==> config.mk <==
export PLATFORM = sky130hd
export DESIGN_NAME = mul_stage2
export DESIGN_NICKNAME = d
export VERILOG_FILES = /design/src/rtl/mul_stage2.sv
export SDC_FILE = /design/constraint.sdc
export NUM_CORES = 1
export LEC_CHECK = 0
export ABC_AREA = 1
export CORE_MARGIN = 2
export CORE_UTILIZATION = 40
export CTS_CLUSTER_DIAMETER = 100
export DETAILED_ROUTE_END_ITERATION = 8
export SLEW_MARGIN = 40
export SYNTH_ARGS = -nofsm -noshare
export SYNTH_HDL_FRONTEND = slang
export SYNTH_SLANG_ARGS = --single-unit
==> constraint.sdc <==
create_clock -name clk -period 13.6 [get_ports clk]
set_clock_uncertainty 0.15 [all_clocks]
set_input_delay 2.72 -clock clk [delete_from_list [all_inputs] [get_ports clk]]
set_output_delay 2.72 -clock clk [all_outputs]
set_load 0.02 [all_outputs]
==> src/rtl/mul_stage2.sv <==
// Reduces the 72-bit column-sum value P modulo p = 2^40 - C into five 8-bit limbs.
// Latency: result valid 3 cycles after the accept edge; one result per 5 cycles at best.
// Backpressure: accepts only in IDLE; result and out_valid held stable in HOLD until out_ready.
module mul_stage2 #(
    parameter logic [7:0] C = 8'd5
) (
    input  logic       clk,
    input  logic       reset,
    input  logic       in_valid,
    output logic       in_ready,
    input  logic [7:0] s0,
    input  logic [7:0] s1,
    input  logic [7:0] s2,
    input  logic [7:0] s3,
    input  logic [7:0] s4,
    input  logic [7:0] s5,
    input  logic [7:0] s6,
    input  logic [7:0] s7,
    input  logic [7:0] s8,
    output logic       out_valid,
    input  logic       out_ready,
    output logic [7:0] r0,
    output logic [7:0] r1,
    output logic [7:0] r2,
    output logic [7:0] r3,
    output logic [7:0] r4
);

    localparam logic [40:0] P_MOD = {1'b1, 40'd0} - {33'd0, C};

    typedef enum logic [2:0] {
        IDLE,
        FOLD1,
        FOLD2,
        FINAL,
        HOLD
    } state_t;

    state_t      state, state_nxt;
    logic [71:0] p_reg;
    logic [40:0] acc;
    logic [39:0] res;
    logic [39:0] hi_prod;
    logic [40:0] fold1_sum;
    logic [40:0] fold2_sum;
    logic [39:0] sub_res;

    assign in_ready  = (state == IDLE);
    assign out_valid = (state == HOLD);

    // High half is weighted by 2^40 == C (mod p), so it folds down as H*C.
    assign hi_prod   = {8'd0, p_reg[71:40]} * {32'd0, C};
    assign fold1_sum = {1'b0, p_reg[39:0]} + {1'b0, hi_prod};
    assign fold2_sum = {1'b0, acc[39:0]} + (acc[40] ? {33'd0, C} : 41'd0);
    assign sub_res   = acc[39:0] - P_MOD[39:0];

    always_ff @(posedge clk or posedge reset) begin
        if (reset) begin
            state <= IDLE;
        end else begin
            state <= state_nxt;
        end
    end

    always_comb begin
        state_nxt = state;
        case (state)
            IDLE:    if (in_valid) state_nxt = FOLD1;
            FOLD1:   state_nxt = FOLD2;
            FOLD2:   state_nxt = FINAL;
            FINAL:   state_nxt = HOLD;
            HOLD:    if (out_ready) state_nxt = IDLE;
            default: state_nxt = IDLE;
        endcase
    end

    always_ff @(posedge clk or posedge reset) begin
        if (reset) begin
            p_reg <= 72'd0;
            acc   <= 41'd0;
            res   <= 40'd0;
        end else begin
            case (state)
                IDLE: begin
                    if (in_valid) begin
                        p_reg <= {s8, s7, s6, s5, s4, s3, s2, s1, s0};
                    end
                end
                FOLD1: acc <= fold1_sum;
                FOLD2: acc <= fold2_sum;
                FINAL: begin
                    // After FOLD2 acc < 2^40 < 2p, so one conditional subtract fully reduces.
                    if (acc >= P_MOD) begin
                        res <= sub_res;
                    end else begin
                        res <= acc[39:0];
                    end
                end
                default: ;
            endcase
        end
    end

    assign r0 = res[7:0];
    assign r1 = res[15:8];
    assign r2 = res[23:16];
    assign r3 = res[31:24];
    assign r4 = res[39:32];

endmodule

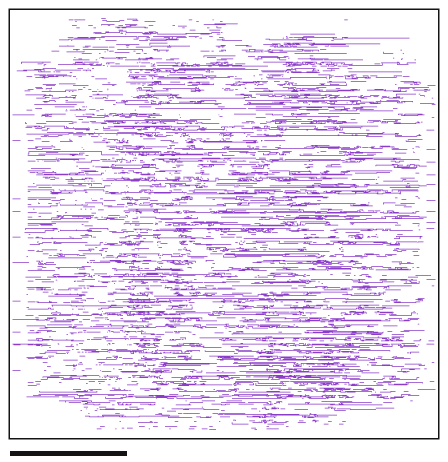
m1.png
Scale bar: 50 µm.
share of all routed wire = 47%
nets with wire on the layer = 1989
drt total wl: 36870 µm
met1 Use GR: 31.17%
via count: 11550

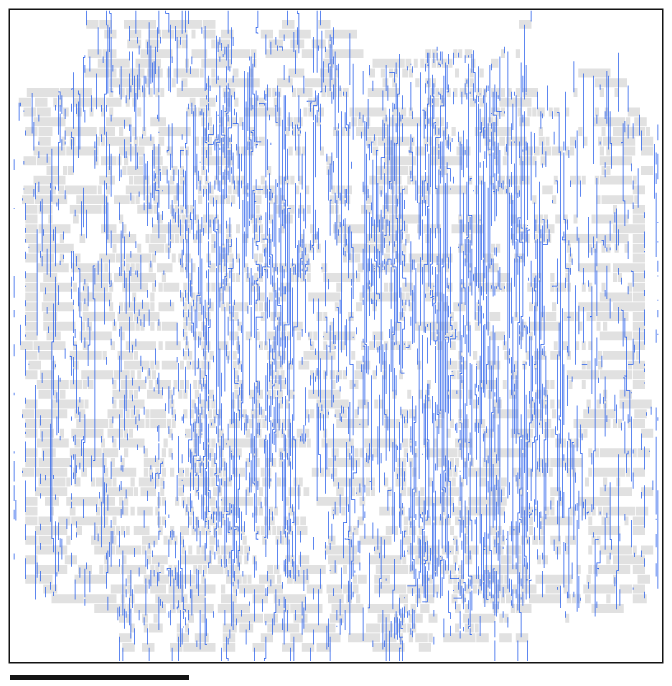
m2.png
Scale bar: 50 µm. Cells faint in the background.
nets with wire on the layer = 1563
share of all routed wire = 46%
longest straight run = 125 µm
main direction = vertical
wire length on this layer = 17000 µm
grt met2 use: 38.89%

==> impl_metrics.yaml <==
# yosys + openroad results
outcome:
  status: "finished clean"
cells_and_area:
  logic_gates: 1326
  postLayoutCellArea_um2: 14830
  drive_above_1_share_pct: 6.073
  final_cells: 2378
  nets: 2142
  non_clock_buffer_count: 125
  final_common_cell: "nand2_1"
  seq_cells: 156
  sh_comb_area_pct: 49.33
  final_cell_mix: "543 x nand2_1, 322 x inv_1, 199 x nor2_1"
  clock_tree_area_fraction_pct: 3.948
  n_fill_cell: 3319
  layout.nonclk_buf_share_pct: 8.435
  comb_area_um2: 7317
  area_growth_pct: 16.80
floorplanning:
  ios: 118
  n_tap_cell: 402
  die_h_um: 182.2
  fp.dieW_um: 182.2
  dieArea_um2: 33190
timing:
  rsz0062_at_grt: "false"
  setup_slack_ns: 8.876
  worstMarginPinSlew_ns: 0.7032
  finalHoldWorstSlack_ns: 0.3304
  period_used_pct: 34.73
  timing.final.crit_period_ns: 4.724
  finalSetupTns_ns: 0
  setup-violations-final: 0
setup_path:
  slowest_stage: "clkdlybuf4s50_1"
  rrSetupSlack_ns: 10.25
  startpoint_type: "flop"
  path_cells: "nor2_1 > inv_1 > nor2_1 > clkdlybuf4s50_1"
  worstRegToRegCells: 13
  path_class: "reg2out"
  worstReg2RegEnd: "acc[40]$_DFFE_PP0P_"
  crit_cells: 4
  worstSetupStartpoint: "state[0]$_DFFE_PP0P_"
  cp_max_fo: 3
clock_network:
  clock_path_buffers: 2
  ctsResizeCount: 0
  ctsHoldBuffers: 0
  clkSinkCount: 156
  clkTransAtPathRegs_ns: 0.07
logic_synthesis:
  avgSynthCellArea_um2: 6.799
  ys_seq_share_pct: 30.74
  synth.distinct_cells: 45
  synth_nets: 2047
  yosys_cells: 1868
  yosys_area_um2: 12700
  yosysTopAreaCellShare_pct: 30.74
  mux_share_pct: 3.458
  common_cells: "544 x nand2_1, 324 x inv_1, 200 x nor2_1"
min_path:
  min_path_type: "reg2reg"
  hp-start: "res[26]$_DFFE_PP0P_"
routing:
  drt_iter0_drc: 685
  wire_per_inst_um: 15.50
  ant_nets: 0
  dr.pass1.iters: 5
flow_run:
  warning_count: 26
grt:
  overflow: 0
  grt_pass1_wl_um: 60610
  first_global_vias: 11450
  grt_busiest_layer: "met2"
  grtUsageMet3_pct: 2.475
placed_design:
  dp_hpwl_um: 29030
  dp.cells: 2345
  io_buffers: 117
